**config.mk**
```make
export PLATFORM = sky130hd
export DESIGN_NAME = mult32x32_client
export DESIGN_NICKNAME = d
export VERILOG_FILES = /design/src/rtl/mult32x32_client.sv
export SDC_FILE = /design/constraint.sdc
export NUM_CORES = 1
export LEC_CHECK = 0
export ABC_CLOCK_PERIOD_IN_PS = 7820
export CORE_MARGIN = 4
export CORE_UTILIZATION = 54
export CTS_BUF_LIST = sky130_fd_sc_hd__clkbuf_8
export CTS_CLUSTER_DIAMETER = 150
export DETAILED_ROUTE_END_ITERATION = 8
export PLACE_DENSITY_LB_ADDON = 0.25
export SETUP_SLACK_MARGIN = 0.4
export SLEW_MARGIN = 20
export SYNTH_ARGS = -nofsm -noshare
export SYNTH_HDL_FRONTEND = slang
export SYNTH_SLANG_ARGS = --single-unit
```
**constraint.sdc**
```tcl
create_clock -name clk -period 7.82 [get_ports clk]
set_clock_uncertainty 0.1 [all_clocks]
set_input_delay 1.564 -clock clk [delete_from_list [all_inputs] [get_ports clk]]
set_output_delay 1.564 -clock clk [all_outputs]
set_load 0.02 [all_outputs]
```
**src/rtl/mult32x32_client.sv**
```systemverilog
// mult32x32_client: request-side initiator for the 32x32 sequential multiplier.
// Queues operand pairs from an upstream valid/ready stream, issues them one at
// a time to the multiplier (start pulse, wait for busy to drop), and returns
// each 64-bit product on a downstream valid/ready stream.
//
// Ports:
//   clk, reset                      clock, async active-high reset
//   in_valid/in_ready/in_a/in_b     upstream operand-pair stream
//   out_valid/out_ready/out_product downstream product stream
//   mul_start/mul_a/mul_b           request to the multiplier
//   mul_busy/mul_product            response from the multiplier
//   err                             sticky busy-watchdog error
//   done_cnt                        products handed off (wraps at 2^16)
module mult32x32_client #(
  parameter int unsigned DEPTH   = 4,
  parameter int unsigned TIMEOUT = 16
) (
  input  logic        clk,
  input  logic        reset,
  input  logic        in_valid,
  output logic        in_ready,
  input  logic [31:0] in_a,
  input  logic [31:0] in_b,
  output logic        out_valid,
  input  logic        out_ready,
  output logic [63:0] out_product,
  output logic        mul_start,
  output logic [31:0] mul_a,
  output logic [31:0] mul_b,
  input  logic        mul_busy,
  input  logic [63:0] mul_product,
  output logic        err,
  output logic [15:0] done_cnt
);

  localparam int unsigned AW = (DEPTH > 1) ? $clog2(DEPTH) : 1;
  localparam int unsigned CW = AW + 1;
  localparam int unsigned WW = $clog2(TIMEOUT + 1);

  localparam logic [1:0] S_IDLE  = 2'd0;
  localparam logic [1:0] S_ISSUE = 2'd1;
  localparam logic [1:0] S_WAIT  = 2'd2;
  localparam logic [1:0] S_RESP  = 2'd3;

  typedef struct packed {
    logic [31:0] a;
    logic [31:0] b;
  } pair_t;

  pair_t         mem [DEPTH];
  logic [AW-1:0] wr_ptr;
  logic [AW-1:0] rd_ptr;
  logic [CW-1:0] count;

  logic [1:0]    state;
  logic [1:0]    state_next;
  logic [WW-1:0] wd_cnt;
  logic [WW-1:0] wd_next;

  logic push;
  logic pop;
  logic capture;
  logic handoff;
  logic err_set;

  // Handshake/strobe outputs decoded from registered state and count only.
  assign in_ready  = (count != CW'(DEPTH));
  assign push      = in_valid && in_ready;
  assign mul_start = (state == S_ISSUE);
  assign out_valid = (state == S_RESP);

  // Operand storage; contents are don't-care until written, so no reset.
  always_ff @(posedge clk) begin
    if (push) begin
      mem[wr_ptr] <= '{a: in_a, b: in_b};
    end
  end

  // FIFO pointers and occupancy; pointers wrap naturally at power-of-2 DEPTH.
  always_ff @(posedge clk or posedge reset) begin
    if (reset) begin
      wr_ptr <= '0;
      rd_ptr <= '0;
      count  <= '0;
    end else begin
      if (push) wr_ptr <= wr_ptr + AW'(1);
      if (pop)  rd_ptr <= rd_ptr + AW'(1);
      case ({push, pop})
        2'b10:   count <= count + CW'(1);
        2'b01:   count <= count - CW'(1);
        default: count <= count;
      endcase
    end
  end

  // State register.
  always_ff @(posedge clk or posedge reset) begin
    if (reset) state <= S_IDLE;
    else       state <= state_next;
  end

  // Next-state and datapath control.
  always_comb begin
    state_next = state;
    pop        = 1'b0;
    capture    = 1'b0;
    handoff    = 1'b0;
    err_set    = 1'b0;
    wd_next    = wd_cnt;
    case (state)
      S_IDLE: begin
        if (count != '0) begin
          pop        = 1'b1;
          state_next = S_ISSUE;
        end
      end
      S_ISSUE: begin
        wd_next    = '0;
        state_next = S_WAIT;
      end
      S_WAIT: begin
        wd_next = wd_cnt + WW'(1);
        // The multiplier clears its product one edge after busy drops,
        // so capture must happen on the very first not-busy cycle.
        if (!mul_busy) begin
          capture    = 1'b1;
          state_next = S_RESP;
        end else if (wd_next == WW'(TIMEOUT)) begin
          err_set    = 1'b1;
          state_next = S_IDLE;
        end
      end
      S_RESP: begin
        if (out_ready) begin
          handoff    = 1'b1;
          state_next = S_IDLE;
        end
      end
      default: state_next = S_IDLE;
    endcase
  end

  // Operands change only on pop in IDLE, so they are stable while in flight.
  always_ff @(posedge clk or posedge reset) begin
    if (reset) begin
      mul_a       <= '0;
      mul_b       <= '0;
      out_product <= '0;
      err         <= 1'b0;
      done_cnt    <= '0;
      wd_cnt      <= '0;
    end else begin
      wd_cnt <= wd_next;
      if (pop) begin
        mul_a <= mem[rd_ptr].a;
        mul_b <= mem[rd_ptr].b;
      end
      if (capture) out_product <= mul_product;
      if (err_set) err <= 1'b1;
      if (handoff) done_cnt <= done_cnt + 16'd1;
    end
  end

endmodule

```
==> out/results.txt, run 1 <==
WHS: 371 ps
Largest family of logic cells by area: multiplexers
Post-synth ARST share: 38.3%
Overflow after GRT: 0
Area after detailed placement: 18800 um^2
Largest reg by FF count: mem
Tapcells: 378
Count of pins over their slew limit: 0
Hold Startpoint: mul_a[30]$_DFFE_PP0P_
Total number of vias: 8632
Pin slew with the least headroom to its limit: 1040 ps
Starting density of the core: 55.3%
Row count: 61
Top cells by count: 256 x edfxtp_1, 207 x nand2_1, 159 x dfrtp_1
Layout Utilization: 71.3%
Startpoint Class: register
H-tree lvl count: 3
Number of design rule violations left after detail routing: 0
Relative area of non-clock buffer cells in the final design: 14.1%
Post-detailed-route count of antenna-violating nets: 0
Switching power as a share of total power: 33.1%
Dominant cells by area after synthesis: edfxtp_1 49%, dfrtp_1 26%, mux4_2 9.2%
Count of buffers added by post-CTS timing repair for setup: 0
Final std cell area, no fill: 20100 um^2
Critical path start-end classification: reg -> out
Met3 Track Usage GR: 6.58%
Final wirelength: 33000 um
Most numerous logic cells after layout: 280 x clkdlybuf4s50_1, 256 x edfxtp_1, 207 x nand2_1, 157 x dfrtp_1, 76 x clkbuf_8
Inserted Clock Buffers: 66
Worst hold path type: reg -> reg
Signal arrival time at the worst endpoint: 2010 ps
CTS tree: yes
Group drawing the most power: sequential cells
TritonRoute pass-1 iters: 5
Maximum capacitance violations: 0
Final critical-path setup slack: 4150 ps
Biggest area consumer among synthesized cells: edfxtp_1
Avg Synthesized Cell Area: 17.4 um^2
Clock edge transition at the registers on the reported setup and hold paths: 60 ps
Setup repair after global routing missed its margin: no
Max-slew headroom: 30.9%
Highest clock rate: 272 MHz
Via/cell ratio: 5.24
Mux frac, synth: 14.1%
Number of buffers outside the clock class in the layout: 285
Total core area: 28200 um^2
Power share of the sequential group: 42.6%
Crit-path slowest cell: clkdlybuf4s50_1
Final Hold Violation Tally: 0
Yosys reg bits: 415
Final cycle utilization of the critical path: 47.0%
Synth Seq Share: 74.8%
Synth-to-layout area growth: 28.9%
Post-Syn Area: 15600 um^2
Fraction of power consumed by combinational cells: 35.2%
Biggest registers after layout: mem: 256 flops, out_product: 64 flops
Crit. path cell count: 3
OpenROAD warning count: 33
Leakage Power: 7.77 nW
Dominant delay contributor by cell family on the critical path: buffers and inverters
Met1 track demand over resource in global routing: 26.2%
GRT met2 Usage: 35.6%
Clock share of power: 22.1%
Setup violators final: 0
Signal inverters: 14
Number of global-route vias before repair: 9056
Sequential share of cell area: 58.1%
Total inserted antenna cells: 0
Count of library flops with an enable pin: 256
Total power density per cell area: 397 nW/um^2
Result of the run: finished, final reports clean
Top cell excl fill/tap: clkdlybuf4s50_1
Share of cells above drive strength 1: 18.7%
Final GP Congestion: 0.835
Routed length on met2: 16800 um
Final HPWL DP: 20900 um
Total Negative Setup Slacks: 0 ps
Routed len/inst: 20.0 um
Uppermost signal routing layer after detailed routing: met5
GR peak layer: met2
Multi-input comb cells: 433
Max stage delay on crit path: 670 ps
Number of primary I/O pins: 281
Final Net Count: 1361
Dominant Register Cell: edfxtp_1
Die Area: 31600 um^2
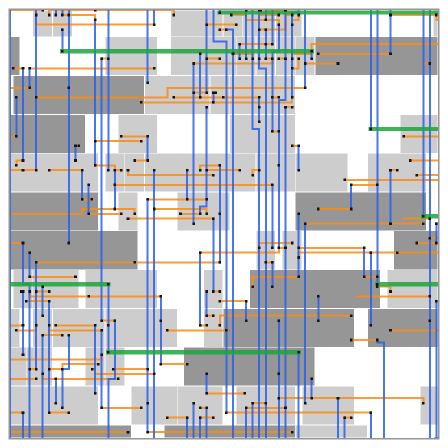
Fig. 1. Layout detail (run 1).
Window x 118 to 148, y 29 to 59 um. Cells in grey, sequential cells in the stronger grey; small squares are vias.
layer	colour
met3	green
met1	orange
met2	blue
netlist names of flops here include	mul_a (3), done_cnt (2)
sequential cells in the window	9
most frequent	nand2_1 (11), dfrtp_1 (8), clkdlybuf4s50_1 (6)
cells with their middle in the window	55

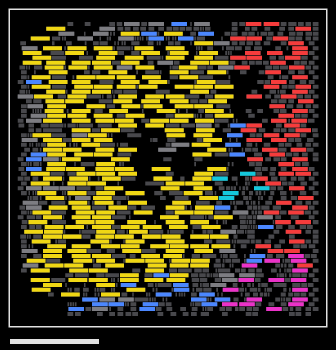
Fig. 2. Sequential cells coloured by netlist name (run 1).
Scale bar: 50 um.
name in the netlist	colour	placed flops
mem	yellow	256
mul_a	blue	32
out_product	red	64
wd_cnt	cyan	5
done_cnt	magenta	16
not coloured	42
area used by sequential logic in the layout: 11700 um^2
Power Sequential: 3.40 mW

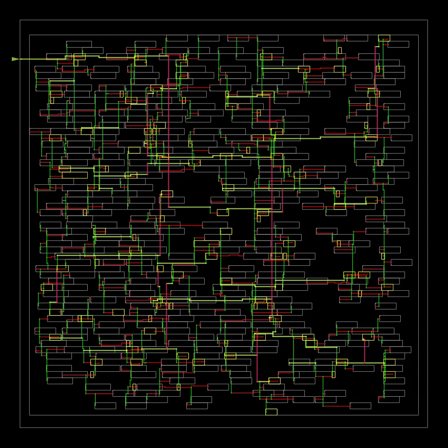
Fig. 3. Clock nets (run 1).
clkbuf count: 76
count of clock tree sinks: 415
Late-Pin Clk Latency: 580 ps
clock-net power: 1.77 mW

==> run 2: changes to the inputs <==
Settings changed: ABC_CLOCK_PERIOD_IN_PS 7820 to 3500.
Clock period 7.82 ns to 3.5 ns, I/O delays scaled along.
==> run 2 against run 1 <==
Non-clock buffer count rose by 10. Setup slack got worse by 3400 ps. First-iteration DRC count is 17% lower. Design area rose by 0.62%. Total power is 120% higher. Synthesized cell count unchanged. Sequential power is 120% higher. Die area unchanged. Critical path depth unchanged. Critical path type unchanged.
==> out/results.txt, run 2 <==
Result of the run: finished, final reports clean
Leakage Power: 7.83 nW (+0.77%)
Combined global-route utilization of all metal layers: 21.3%
Top cells by count: 256 x edfxtp_1, 207 x nand2_1, 159 x dfrtp_1
Critical path start-end classification: reg -> out
Number of library cell types mapped by synthesis: 41
Final cycle utilization of the critical path: 79.9%
CTS tree: yes
Total power density per cell area: 880 nW/um^2 (+120%)
Multi-input comb cells: 433 (unchanged)
Sequential share of cell area: 57.8% (-0.36 points)
TritonRoute pass-1 iters: 5 (unchanged)
Group drawing the most power: sequential cells
Count of library flops with an enable pin: 256 (unchanged)
Bufs on Longest Clock Path: 3
Post-synth ARST share: 38.3% (unchanged)
WHS: 343 ps (-28.4 ps)
Final Hold Violation Tally: 0 (unchanged)
Max-slew headroom: 35.6% (+4.7 points)
Number of design rule violations left after detail routing: 0 (unchanged)
Number of primary I/O pins: 281 (unchanged)
Avg Synthesized Cell Area: 17.4 um^2 (unchanged)
Area after detailed placement: 19000 um^2 (+0.86%)
Power Sequential: 7.61 mW (+120%)
Clkbuf count: 71 (-6.6%)
Signal inverters: 14 (unchanged)
Final critical-path setup slack: 704 ps (-3440 ps)
Startpoint Class: register
Met1 track demand over resource in global routing: 26.3% (+0.048 points)
Total number of vias: 8647 (+0.17%)
Biggest registers after layout: mem: 256 flops, out_product: 64 flops
Clock edge transition at the registers on the reported setup and hold paths: 60 ps (about the same)
Uppermost signal routing layer after detailed routing: met5
Setup repair after global routing missed its margin: no
Power share of the sequential group: 42.8% (+0.2 points)
Dominant cells by area after synthesis: edfxtp_1 49%, dfrtp_1 26%, mux4_2 9.2%
Die Area: 31600 um^2 (unchanged)
Clock share of power: 21.6% (-0.5 points)
Top cell type's share of synthesized area: 49.3%
Post-cts resize count: 0
Routed len/inst: 19.9 um (-0.85%)
Layout Utilization: 71.7% (+0.44 points)
Number of buffers outside the clock class in the layout: 295 (+3.5%)
Relative area of non-clock buffer cells in the final design: 14.9% (+0.72 points)
Clock-net power: 3.83 mW (+120%)
Dominant delay contributor by cell family on the critical path: buffers and inverters
Late-Pin Clk Latency: 560 ps (-20 ps)
Signal arrival time at the worst endpoint: 2000 ps (about the same)
Post-detailed-route count of antenna-violating nets: 0 (unchanged)
Final Net Count: 1371 (+0.73%)
Final HPWL DP: 22200 um (+6.2%)
Inserted Clock Buffers: 66 (unchanged)
Synth-to-layout area growth: 29.6%
Starting density of the core: 55.3% (unchanged)
GRT met2 Usage: 36.2% (+0.55 points)
Dominant Register Cell: edfxtp_1
Share of cells above drive strength 1: 19.6% (+0.90 points)
Post-Syn Area: 15600 um^2 (unchanged)
Crit. path cell count: 3 (unchanged)
Met3 Track Usage GR: 7.16% (+0.58 points)
Count of buffers added by post-CTS timing repair for setup: 0 (unchanged)
Via/cell ratio: 5.22 (-0.49%)
Number of global-route vias before repair: 9246 (+2.1%)
Overflow after GRT: 0 (unchanged)
Total Negative Setup Slacks: 0 ps (unchanged)
Total cell area reported by yosys after synthesis: 15600 um^2
Largest reg by FF count: mem
Switching power as a share of total power: 33.1% (about the same)
Most numerous logic cells after layout: 280 x clkdlybuf4s50_1, 256 x edfxtp_1, 207 x nand2_1, 157 x dfrtp_1, 71 x clkbuf_8
Final wirelength: 32900 um (-0.19%)
GR peak layer: met2
Worst hold path type: in -> async
OpenROAD warning count: 33 (unchanged)
Yosys reg bits: 415 (unchanged)
Crit-path slowest cell: clkdlybuf4s50_1
Highest clock rate: 358 MHz
Setup violators final: 0 (unchanged)
Max stage delay on crit path: 690 ps (+20 ps)
Largest contributor to cell area by class: sequential cells
Final std cell area, no fill: 20200 um^2 (+0.62%)
Fraction of power consumed by combinational cells: 35.7% (+0.5 points)
Biggest area consumer among synthesized cells: edfxtp_1
Synth Seq Share: 74.8% (unchanged)
Row count: 61 (unchanged)
Top cell excl fill/tap: clkdlybuf4s50_1
H-tree lvl count: 3 (unchanged)
Total core area: 28200 um^2 (unchanged)
Count of clock tree sinks: 415 (unchanged)
Routed length on met2: 16600 um (-1.2%)
Largest family of logic cells by area: multiplexers
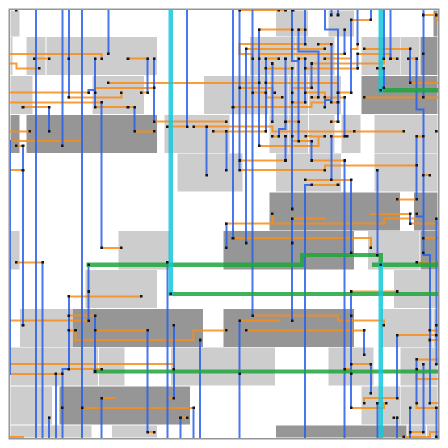
Fig. 4. Layout detail (run 2).
Window x 118 to 148, y 29 to 59 um. Cells in grey, sequential cells in the stronger grey; small squares are vias.

Power is estimated from default activity; no workload was simulated.
